## config.mk

```make
export PLATFORM = sky130hd
export DESIGN_NAME = flex_timer_flat
export DESIGN_NICKNAME = d
export VERILOG_FILES = /design/src/rtl/flex_timer_if.sv /design/src/rtl/flex_timer.sv /design/src/flat_wrapper.sv
export SDC_FILE = /design/constraint.sdc
export NUM_CORES = 1
export LEC_CHECK = 0
export ABC_AREA = 0
export CORE_ASPECT_RATIO = 0.6
export CORE_MARGIN = 8
export CORE_UTILIZATION = 49
export DETAILED_ROUTE_END_ITERATION = 6
export PLACE_DENSITY = 0.81
export REMOVE_ABC_BUFFERS = 1
export SLEW_MARGIN = 40
export SYNTH_ARGS = -nofsm -noshare
export SYNTH_HDL_FRONTEND = slang
export SYNTH_SLANG_ARGS = --single-unit
```

## constraint.sdc

```tcl
create_clock -name clk -period 2.7 [get_ports clk]
set_input_delay 0.27 -clock clk [delete_from_list [all_inputs] [get_ports clk]]
set_output_delay 0.27 -clock clk [all_outputs]
set_load 0.01 [all_outputs]
```

## src/rtl/flex_timer_if.sv

```systemverilog
// flex_timer_if: control and status bundle for flex_timer.
//   master : drives clear/load/load_val/count_enable/dir_down/mode/
//            prescale_val/rollover_val, observes the timer status.
//   slave  : the timer side; observes the controls and drives
//            count_out/tick/rollover_flag/done/active.
interface flex_timer_if #(
  parameter int NUM_CNT_BITS  = 8,
  parameter int PRESCALE_BITS = 4
);
  logic                     clear;
  logic                     load;
  logic [NUM_CNT_BITS-1:0]  load_val;
  logic                     count_enable;
  logic                     dir_down;
  logic [1:0]               mode;
  logic [PRESCALE_BITS-1:0] prescale_val;
  logic [NUM_CNT_BITS-1:0]  rollover_val;
  logic [NUM_CNT_BITS-1:0]  count_out;
  logic                     tick;
  logic                     rollover_flag;
  logic                     done;
  logic                     active;

  modport master (
    output clear, load, load_val, count_enable, dir_down, mode,
           prescale_val, rollover_val,
    input  count_out, tick, rollover_flag, done, active
  );

  modport slave (
    input  clear, load, load_val, count_enable, dir_down, mode,
           prescale_val, rollover_val,
    output count_out, tick, rollover_flag, done, active
  );
endinterface

```

## src/rtl/flex_timer.sv

```systemverilog
// flex_timer: prescaled up/down counter with wrap, one-shot and saturate
// modes, synchronous clear/load and a sticky done indication.
// Ports:
//   clk    : system clock
//   n_rst  : asynchronous active-low reset
//   bus    : flex_timer_if.slave (controls in, count/tick/flag/done/active out)
//
// state   | meaning
// --------+-----------------------------------------------------------
// ST_RUN  | prescaler and counter advance on enabled cycles
// ST_DONE | one-shot terminal reached; count and prescaler frozen
module flex_timer #(
  parameter int NUM_CNT_BITS  = 8,
  parameter int PRESCALE_BITS = 4
) (
  input  logic      clk,
  input  logic      n_rst,
  flex_timer_if.slave bus
);

  typedef enum logic {ST_RUN, ST_DONE} state_t;

  localparam logic [1:0] MODE_ONESHOT  = 2'b01;
  localparam logic [1:0] MODE_SATURATE = 2'b10;

  state_t                   state_q, state_n;
  logic [NUM_CNT_BITS-1:0]  count_q, count_n;
  logic [PRESCALE_BITS-1:0] pres_q, pres_n;
  logic                     tick_q, tick_n;
  logic                     flag_q, flag_n;

  logic [NUM_CNT_BITS-1:0]  term_val;
  logic                     at_term;

  assign term_val = bus.dir_down ? '0 : bus.rollover_val;
  assign at_term  = (count_q == term_val);

  always_ff @(posedge clk or negedge n_rst) begin
    if (!n_rst) begin
      state_q <= ST_RUN;
      count_q <= '0;
      pres_q  <= '0;
      tick_q  <= 1'b0;
      flag_q  <= 1'b0;
    end else begin
      state_q <= state_n;
      count_q <= count_n;
      pres_q  <= pres_n;
      tick_q  <= tick_n;
      flag_q  <= flag_n;
    end
  end

  always_comb begin
    state_n = state_q;
    count_n = count_q;
    pres_n  = pres_q;
    tick_n  = 1'b0;
    flag_n  = 1'b0;

    if (bus.clear) begin
      state_n = ST_RUN;
      count_n = '0;
      pres_n  = '0;
    end else if (bus.load) begin
      state_n = ST_RUN;
      count_n = bus.load_val;
      pres_n  = '0;
    end else if (state_q == ST_RUN && bus.count_enable) begin
      if (pres_q == bus.prescale_val) begin
        pres_n = '0;
        tick_n = 1'b1;
        if (!at_term) begin
          // modulo arithmetic: an up count loaded above rollover_val
          // runs through the maximum value back to 0
          count_n = bus.dir_down ? count_q - NUM_CNT_BITS'(1)
                                 : count_q + NUM_CNT_BITS'(1);
        end else begin
          flag_n = 1'b1;
          case (bus.mode)
            MODE_ONESHOT:  state_n = ST_DONE;
            MODE_SATURATE: count_n = count_q;
            default:       count_n = bus.dir_down ? bus.rollover_val : '0;
          endcase
        end
      end else begin
        pres_n = pres_q + PRESCALE_BITS'(1);
      end
    end
  end

  assign bus.count_out     = count_q;
  assign bus.tick          = tick_q;
  assign bus.rollover_flag = flag_q;
  assign bus.done          = (state_q == ST_DONE);
  assign bus.active        = (state_q == ST_RUN);

endmodule

```

## src/flat_wrapper.sv

```systemverilog
// flat-port wrapper written by rule: the top's interface ports become plain ports
module flex_timer_flat 
#(
  parameter int NUM_CNT_BITS  = 8,
  parameter int PRESCALE_BITS = 4
)
  (clk, n_rst, bus_clear, bus_load, bus_load_val, bus_count_enable, bus_dir_down, bus_mode, bus_prescale_val, bus_rollover_val, bus_count_out, bus_tick, bus_rollover_flag, bus_done, bus_active);
  flex_timer_if #(.NUM_CNT_BITS(NUM_CNT_BITS), .PRESCALE_BITS(PRESCALE_BITS)) bus_i ();
  input  logic clk;
  input  logic n_rst;
  input wire logic [$bits(bus_i.clear)-1:0] bus_clear;
  input wire logic [$bits(bus_i.load)-1:0] bus_load;
  input wire logic [$bits(bus_i.load_val)-1:0] bus_load_val;
  input wire logic [$bits(bus_i.count_enable)-1:0] bus_count_enable;
  input wire logic [$bits(bus_i.dir_down)-1:0] bus_dir_down;
  input wire logic [$bits(bus_i.mode)-1:0] bus_mode;
  input wire logic [$bits(bus_i.prescale_val)-1:0] bus_prescale_val;
  input wire logic [$bits(bus_i.rollover_val)-1:0] bus_rollover_val;
  output wire logic [$bits(bus_i.count_out)-1:0] bus_count_out;
  output wire logic [$bits(bus_i.tick)-1:0] bus_tick;
  output wire logic [$bits(bus_i.rollover_flag)-1:0] bus_rollover_flag;
  output wire logic [$bits(bus_i.done)-1:0] bus_done;
  output wire logic [$bits(bus_i.active)-1:0] bus_active;
  assign bus_i.clear = bus_clear;
  assign bus_i.load = bus_load;
  assign bus_i.load_val = bus_load_val;
  assign bus_i.count_enable = bus_count_enable;
  assign bus_i.dir_down = bus_dir_down;
  assign bus_i.mode = bus_mode;
  assign bus_i.prescale_val = bus_prescale_val;
  assign bus_i.rollover_val = bus_rollover_val;
  assign bus_count_out = bus_i.count_out;
  assign bus_tick = bus_i.tick;
  assign bus_rollover_flag = bus_i.rollover_flag;
  assign bus_done = bus_i.done;
  assign bus_active = bus_i.active;
  flex_timer #(.NUM_CNT_BITS(NUM_CNT_BITS), .PRESCALE_BITS(PRESCALE_BITS)) u_core (.clk(clk), .n_rst(n_rst), .bus(bus_i));
endmodule
```

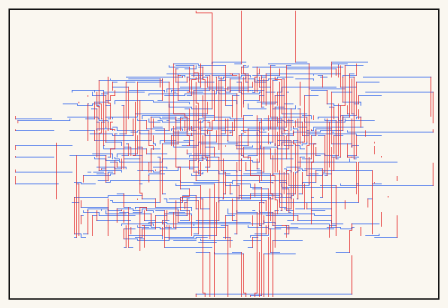
run_1/wires.png
Two of the layers only.
red -> metal 2  # wire length 1810 µm
blue -> metal 1  # wire length 2030 µm

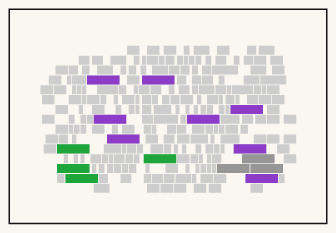
run_1/flops_by_reg.png
Other sequential cells in the stronger gray, the rest of the logic in the fainter gray.
green -> u_core.pres_q  # sequential cells 4, where lower left
purple -> u_core.bus.count_out  # sequential cells 8
not colored = 3

==> ci_impl_report.md, run 1 <==
## Implementation flow summary

| Metric | Value |
|---|---|
| R2R Path End | `u_core.bus.count_out[5]` |
| Mapped Area | `1491 µm²` |
| Logic area | `1016 µm²` |
| Clock Path Buffers | `2` |
| Vias per inst | `5.624` |
| Crit-path max FO | `25` |
| Synth Seq Share | `25.17%` |
| Ys async rst share | `100.0%` |
| Final Setup Violations | `0` |
| N_diodes | `0` |
| Worst R2R Path Depth | `8` |
| # IOs | `40` |
| Status | `complete, no violations` |
| Fin Hold WS | `470.2 ps` |
| Share of cells above drive strength 1 | `8.482%` |
| Fin crit share | `86.81%` |
| Clock root cell | `clkbuf_8` |
| P&R area growth vs syn | `34.98%` |
| CP Class | `in -> reg` |
| Yosys top cell area share | `25.17%` |
| DR pass1 iterations | `4` |
| RSZ-0062 raised after global routing | `false` |
| Setup Skew | `3.402 ps` |
| CP Capture Point | `u_core.bus.count_out[1]` |
| Largest net degree at the start of global routing | `26` |
| Initial antenna violation count | `0` |
| Yosys chip area | `1491 µm²` |
| Clock latency on the worst-skew pair | `250 ps` |
| Worst R2R Setup Slack | `500 ps` |
| HP Class | `in -> async` |
| Unique cell types | `47` |
| Initial DRC Count | `114` |
| Final Critical Period | `2344 ps` |
| Worst setup SP type | `primary input` |
| Full die area | `5123 µm²` |
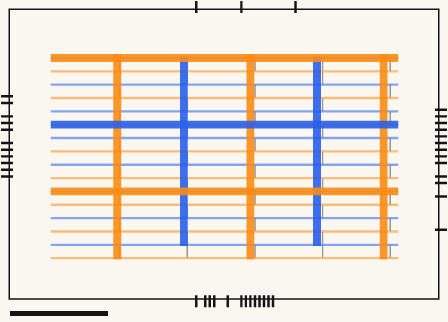
run_1/power_grid.png
Bar = 20 µm. Pins as bars on the die edge. Tap cells in gray.
orange -> VSS
blue -> VDD
met4 straps = 5
rows = 15
met5 straps = 3
signal pins = 40
tap cells = 42

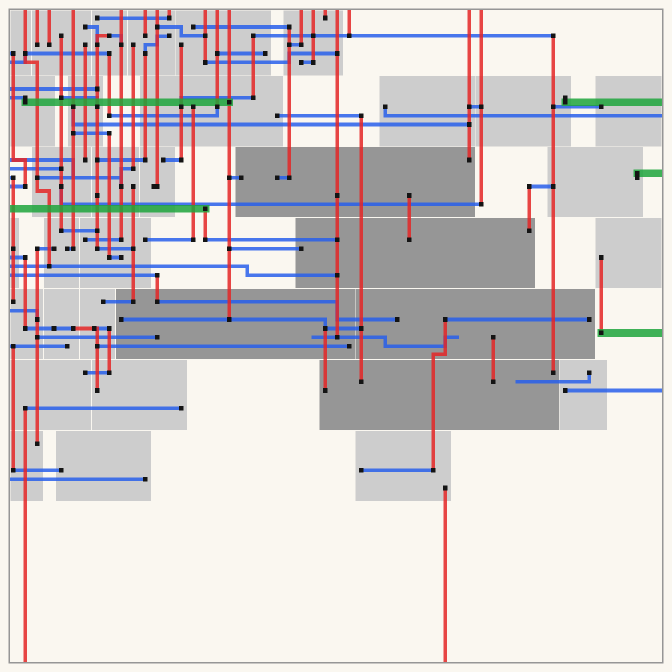
run_1/detail.png
Region (53, 2) to (78, 27) µm. Cells in gray, sequential cells in the stronger gray; small squares are vias.
green -> metal 3
red -> metal 2
blue -> metal 1
most frequent = clkdlybuf4s50_1 (8), dfrtp_1 (5), inv_1 (4)
sequential cells in the window = 5
cells with their middle in the window = 30
netlist names of flops here include = u_core.bus.count_out (2)

[run 1: cells by family after synthesis]
| kind of cell | after synthesis | synth area share [%] |
|---|---|---|
| AND-OR/OR-AND | 56 | 25.67 |
| AND/OR/NAND/NOR | 54 | 19.38 |
| buffers and inverters | 22 | 6.711 |
| flip-flops | 15 | 25.17 |
| XOR/XNOR | 13 | 7.634 |
| multiplexers | 10 | 7.383 |
| adder cells (fa/ha/maj) | 9 | 8.054 |
[run 1: report_power, final]
| part | switching (mW) | internal, mW | leakage, nW |
|---|---|---|---|
| clock network | 0.0779 | 0.105 | 0.0228 |
| registers | 0.0363 | 0.243 | 0.200 |
| logic | 0.195 | 0.207 | 0.681 |
| total | 0.310 | 0.555 | 0.904 |
[run 1: layer usage]
metal	vias up	track usage [%]	share of wire [%]
met1	701	23.96	48
li1	733	-	-
met5	-	0	0
met3	2	5.409	8.7
met4	0	3.155	0.24
met2	60	26.16	43
[run 1: how the worst min path moves through the flow]
stage | startpoint | cells past startpoint | to | slack (ps)
floorplan | n_rst | 0 | u_core.bus.count_out[0] | -30
global placement | u_core.pres_q[3] | 2 | u_core.pres_q[3] | 560
detailed placement | u_core.pres_q[3] | 2 | u_core.pres_q[3] | 570
CTS | n_rst | 1 | u_core.pres_q[3] | 470
global route | n_rst | 2 | u_core.bus.count_out[7] | 510
finish | n_rst | 2 | u_core.pres_q[3] | 470
[run 1: stage by stage]
step           instance area (µm²)  worst slack (ps)  utilization, %  cells
3_5_place_dp                  1963             124.3           67.92    261
5_1_grt                       2013             207.2           69.65    266
6_report                      2013             356.0           69.65    266
4_1_cts                       2008             373.6           69.48    265
3_3_place_gp                  1963             196.0           67.92    261
2_1_floorplan                 1448             378.7               -    172
[run 1: timing repair]
action	in CTS	in global routing
endpoints found under the hold margin	0	15
resized	0	0
hold buffers	0	1
setup endpoints to repair	0	0
[run 1: layout by cell type, fill, tap and decap left out, drive strengths merged, types with 5 or more instances in the layout]
| cell type | instances |
|---|---|
| clkdlybuf4s50 | 38 |
| o21ai | 17 |
| nand2 | 16 |
| inv | 15 |
| a21oi | 15 |
| dfrtp | 15 |
| nor2 | 11 |
| buf | 9 |
| xor2 | 8 |
| mux2i | 8 |
| ha | 8 |
| xnor2 | 5 |
| nor3 | 5 |
[run 1: worst max-delay path: cells and delay by family]
family | cells | cell delay (ps)
AND-OR/OR-AND | 3 | 430
buffers and inverters | 3 | 810
multiplexers | 1 | 270
AND/OR/NAND/NOR | 2 | 690
[run 1: flip-flops by register name, summed over array words and instances, names as in the netlist]
name	cells
u_core.bus.tick	1
u_core.bus.count_out	8
u_core.bus.rollover_flag	1
u_core.bus.done	1
u_core.pres_q	4
[run 1: area by class of cell]
| type | count | share of cell area (%) |
|---|---|---|
| Clock buffer | 4 | 2.237 |
| Inverter | 15 | 2.797 |
| Multi-Input combinational cell | 142 | 50.47 |
| Sequential cell | 15 | 18.65 |
| Tap cell | 42 | 2.610 |
| Timing Repair Buffer | 48 | 23.24 |
==> run 1 -> run 2 <==
--- a/config.mk
+++ b/config.mk
@@ -7,11 +7,11 @@
 export LEC_CHECK = 0
 export ABC_AREA = 0
 export CORE_ASPECT_RATIO = 0.6
-export CORE_MARGIN = 8
 export CORE_UTILIZATION = 49
 export DETAILED_ROUTE_END_ITERATION = 6
 export PLACE_DENSITY = 0.81
 export REMOVE_ABC_BUFFERS = 1
+export SKIP_CTS_REPAIR_TIMING = 1
 export SLEW_MARGIN = 40
 export SYNTH_ARGS = -nofsm -noshare
 export SYNTH_HDL_FRONTEND = slang
==> run 2 against run 1 <==
- sequential share of layout area is essentially flat
- via count grew 0.53%
- setup slack gained 15 ps
==> ci_impl_report.md, run 2 <==
## Implementation flow summary

| Metric | Value |
|---|---|
| N_diodes | `0` |
| Share of cells above drive strength 1 | `8.482%` |
| Yosys chip area | `1491 µm²` |
| P&R area growth vs syn | `35.15%` |
| Most frequent logic cells in the routed design | `clkdlybuf4s50_1, nand2_1, o21ai_0` |
| Crit-path max FO | `25` |
| Pre-CTS WS | `145.9 ps` |
| Setup Skew | `1.278 ps` |
| Status | `complete, no violations` |
| Full die area | `3276 µm²` |
| Util after Layout | `69.74%` |
| Synth Seq Share | `25.17%` |
| Fin Hold WS | `430.5 ps` |
| Post-DP Area | `1971 µm²` |
| Dpl cells | `262` |
| Final Setup Violations | `0` |
| Clock root cell | `clkbuf_8` |
| Yosys top cell area share | `25.17%` |
| Final Critical Period | `2329 ps` |
| Max reg flops | `8` |
| Crit path buffers/inverters | `2` |
| RSZ-0062 raised after global routing | `false` |
| Ys async rst share | `100.0%` |
| # IOs | `40` |
## run 2: cell counts after synthesis
No cell type changed its count.
## run 2: area by class of cell
| type | count | area, µm² | share of cell area (%) |
|---|---|---|---|
| timing repair buffer | 48 | 470.5 | 23.34 |
| clock buffer | 4 | 45.04 | 2.235 |
| sequential | 15 | 375.4 | 18.62 |
| tap | 42 | 52.55 | 2.607 |
| inverter | 15 | 56.30 | 2.793 |
| multi-input combinational | 142 | 1016 | 50.40 |
## run 2: cell families (layout without fill, tap and decap cells)
group                      after synthesis  count (layout)  synth area share [%]
and+or+nand+nor                         54              54                 19.38
buffers and inverters                   22              67                 6.711
AOI/OAI and AO/OA                       56              56                 25.67
adders and majority gates                9               9                 8.054
xor gates and xnor gates                13              13                 7.634
DFF                                     15              15                 25.17
muxes                                   10              10                 7.383
## run 2: path summary, 6_finish.rpt
path | start | end | slack [ps] | cells after the start
max | bus_dir_down | u_core.bus.count_out[6] | 370 | 10
min in group clk | u_core.pres_q[3] | u_core.pres_q[3] | 590 | 2
min reg2reg | u_core.pres_q[3] | u_core.pres_q[3] | 590 | 2
max reg2reg | u_core.bus.count_out[0] | u_core.bus.count_out[6] | 460 | 8
min | n_rst | u_core.bus.done | 430 | 1
max in group asynchronous | n_rst | u_core.bus.count_out[6] | 1840 | 1
## run 2: power breakdown
| group | internal [mW] | switching [mW] | leakage, nW | total [mW] |
|---|---|---|---|---|
| registers | 0.243 | 0.0367 | 0.200 | 0.280 |
| clock network | 0.105 | 0.0797 | 0.0228 | 0.184 |
| logic | 0.208 | 0.195 | 0.682 | 0.403 |
| total | 0.556 | 0.312 | 0.904 | 0.868 |
## run 2: layer usage
metal	share of wire, %	global-route usage, %	wire [µm]	vias up
met5	0	0	0	-
met4	1.2	7.059	52	0
met3	8.5	5.804	354	6
met2	43	45.56	1786	77
met1	47	39.13	1984	691
li1	-	-	-	730
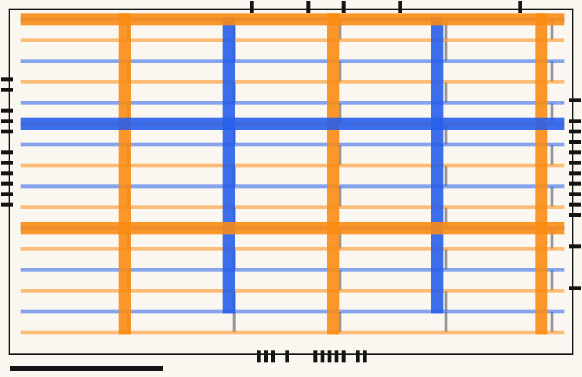
run_2/power_grid.png
Bar = 20 µm. Pins as bars on the die edge. Tap cells in gray.
orange -> VSS
blue -> VDD
signal pins = 40
met4 straps = 5

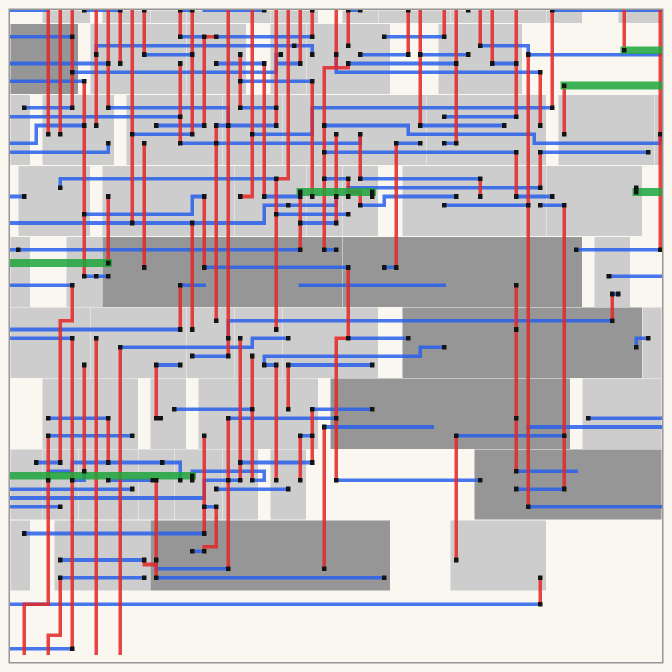
run_2/detail.png
Region (42, 0) to (67, 25) µm. Cells in gray, sequential cells in the stronger gray; small squares are vias.
green -> metal 3
red -> metal 2
blue -> metal 1
netlist names of flops here include = u_core.bus.count_out (3)
sequential cells in the window = 6
most frequent = clkdlybuf4s50_1 (9), dfrtp_1 (6), inv_1 (5)
cells with their middle in the window = 44

==> run 2 -> run 3 <==
--- a/config.mk
+++ b/config.mk
@@ -10,7 +10,6 @@
 export CORE_UTILIZATION = 49
 export DETAILED_ROUTE_END_ITERATION = 6
 export PLACE_DENSITY = 0.81
-export REMOVE_ABC_BUFFERS = 1
 export SKIP_CTS_REPAIR_TIMING = 1
 export SLEW_MARGIN = 40
 export SYNTH_ARGS = -nofsm -noshare
==> run 3 against run 2 <==
- hold slack lost 9.0 ps
- total power grew 0.81%
- setup slack lost 100 ps
- sequential share of layout area grew 0.14 points
- global-route usage shrank 0.92 points
- non-clock buffer count shrank 2
- clock-buffer cell count is the same
==> ci_impl_report.md, run 3 <==
## Implementation flow summary

| Metric | Value |
|---|---|
| Commonest Layout Cell | `clkdlybuf4s50_1` |
| Clock Path Buffers | `2` |
| Worst setup SP type | `primary input` |
| Setup Skew | `5.270 ps` |
| Worst vdd ir | `0.0002956 V` |
| Initial antenna violation count | `0` |
| # IOs | `40` |
| Max reg flops | `8` |
| Synth area leader | `dfrtp_1` |
| N_diodes | `0` |
| Vias per inst | `5.780` |
| Power per cell area | `437.2 nW/µm²` |
| Die extent in x | `73.23 µm` |
| Full die area | `3276 µm²` |
| Largest net degree at the start of global routing | `26` |
| CP Cell Sequence | `clkdlybuf4s50_1 -> buf_12 -> nand4bb_1 -> o22ai_1 -> o32ai_2 -> or2_1 -> o21bai_4 -> nand2b_1 -> mux2_4` |
| Yosys chip area | `1491 µm²` |
| Crit-path max FO | `25` |
| DRT Wirelength | `4086 µm` |
| Final Critical Period | `2431 ps` |
| DR pass1 iterations | `4` |
| CP Class | `in -> reg` |
| Ys async rst share | `100.0%` |
| Most frequent logic cells in the routed design | `clkdlybuf4s50_1, nand2_1, o21ai_0` |
| Crit-path slowest cell | `clkdlybuf4s50_1` |
| Status | `complete, no violations` |
| P&R area growth vs syn | `34.14%` |
| Unique cell types | `47` |
| CTS Sinks | `15` |
| Wire per inst | `15.48 µm` |
| Clock root cell | `clkbuf_8` |
| Share of cells above drive strength 1 | `7.658%` |
| Synth Seq Share | `25.17%` |
| Clock latency on the worst-skew pair | `260 ps` |
| Syn nets | `216` |
| Fin Hold WS | `421.5 ps` |
| Yosys top cell area share | `25.17%` |
| CTS clk-pin slew, worst paths | `60 ps` |
| Post-synth regs | `15` |
| Fin crit share | `90.05%` |
| HP Class | `in -> async` |
| Final Setup Violations | `0` |
| Tool warning count | `26` |
| Mapped Area | `1491 µm²` |
| Initial DRC Count | `149` |
| RSZ-0062 raised after global routing | `false` |
[run 3: cells by family after synthesis]
group / count (synthesis) / share of synthesized area (%)
AOI/OAI and AO/OA: 56 / 25.67
and+or+nand+nor: 54 / 19.38
buffers and inverters: 22 / 6.711
DFF: 15 / 25.17
xor gates and xnor gates: 13 / 7.634
muxes: 10 / 7.383
adders and majority gates: 9 / 8.054
[run 3: path summary, 6_finish.rpt]
check / from / to / slack (ps) / depth (start not counted)
min in group clk: u_core.pres_q[2] / u_core.pres_q[2] / 600 / 2
setup reg to reg: u_core.bus.count_out[7] / u_core.bus.count_out[2] / 490 / 7
max in group asynchronous: n_rst / u_core.bus.count_out[4] / 1840 / 1
hold reg to reg: u_core.pres_q[2] / u_core.pres_q[2] / 600 / 2
hold / removal: n_rst / u_core.bus.count_out[1] / 420 / 1
setup / recovery: bus_dir_down / u_core.bus.count_out[2] / 270 / 9
[run 3: layout make-up]
| type | instances | area [µm²] | share of cell area, % |
|---|---|---|---|
| Timing Repair Buffer | 46 | 455.4 | 22.76 |
| Sequential cell | 15 | 375.4 | 18.76 |
| Clock buffer | 4 | 45.04 | 2.251 |
| Multi-Input combinational cell | 142 | 1016 | 50.78 |
| Inverter | 15 | 56.30 | 2.814 |
| Tap cell | 42 | 52.55 | 2.627 |
[run 3: layer usage]
layer / up-vias / track usage (%) / share of wire (%)
li1: 727 / - / -
met1: 701 / 38.88 / 46
met2: 92 / 41.67 / 43
met3: 6 / 5.580 / 10
met4: 0 / 9.020 / 1.0
met5: - / 0 / 0
[run 3: power breakdown]
group	total (mW)	switching, mW	internal [mW]
clock	0.190	0.0852	0.105
sequential	0.280	0.0366	0.243
combinational	0.405	0.199	0.206
[run 3: stage by stage]
| step | cells | setup slack [ps] | util, % | area, µm² |
|---|---|---|---|---|
| floorplan | 179 | 570.4 | - | 1491 |
| global placement | 260 | 164.3 | 67.66 | 1956 |
| detailed placement | 260 | 47.32 | 67.66 | 1956 |
| CTS | 264 | 312.1 | 69.22 | 2001 |
| global route | 264 | 162.3 | 69.22 | 2001 |
| finish | 264 | 268.6 | 69.22 | 2001 |
[run 3: critical path: cells and delay by family]
| kind | cells | cell delay, ps |
|---|---|---|
| AOI/OAI and AO/OA | 3 | 650 |
| and+or+nand+nor | 3 | 670 |
| muxes | 1 | 340 |
| buffers and inverters | 2 | 630 |
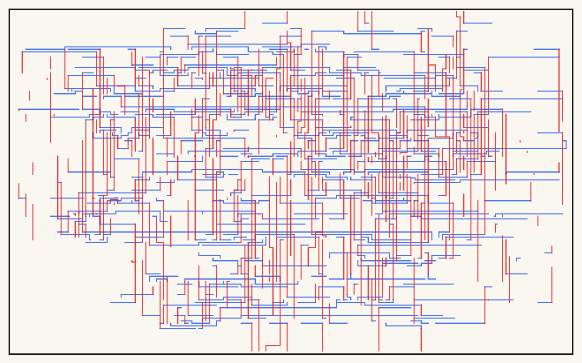
run_3/wires.png
Two of the layers only.
blue -> metal 1  # wire length 1880 µm
red -> metal 2  # wire length 1740 µm

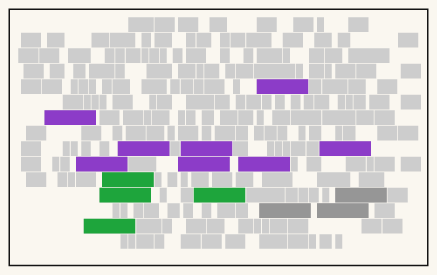
run_3/flops_by_reg.png
Other sequential cells in the stronger gray, the rest of the logic in the fainter gray.
green -> u_core.pres_q  # sequential cells 4, where lower left
purple -> u_core.bus.count_out  # sequential cells 8
not colored = 3


==> gallery <==
Routing congestion.
picture 1
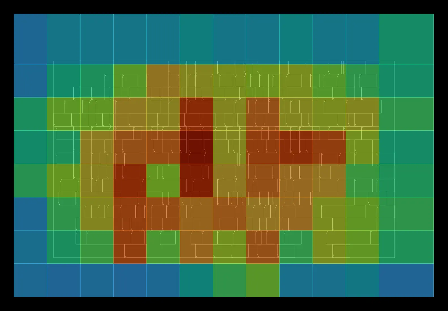
picture 2
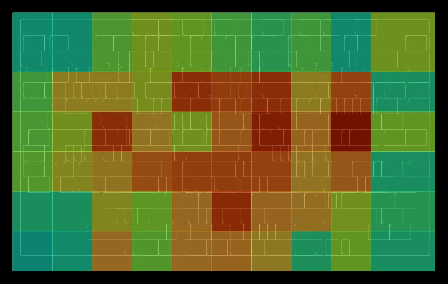
picture 3
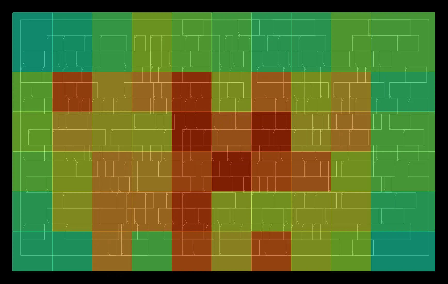
The one with the lowest track usage is picture 1.
run 3 -> picture 2
run 1 -> picture 1
run 2 -> picture 3

No activity file was given, so power comes from the tool's default toggle rates.
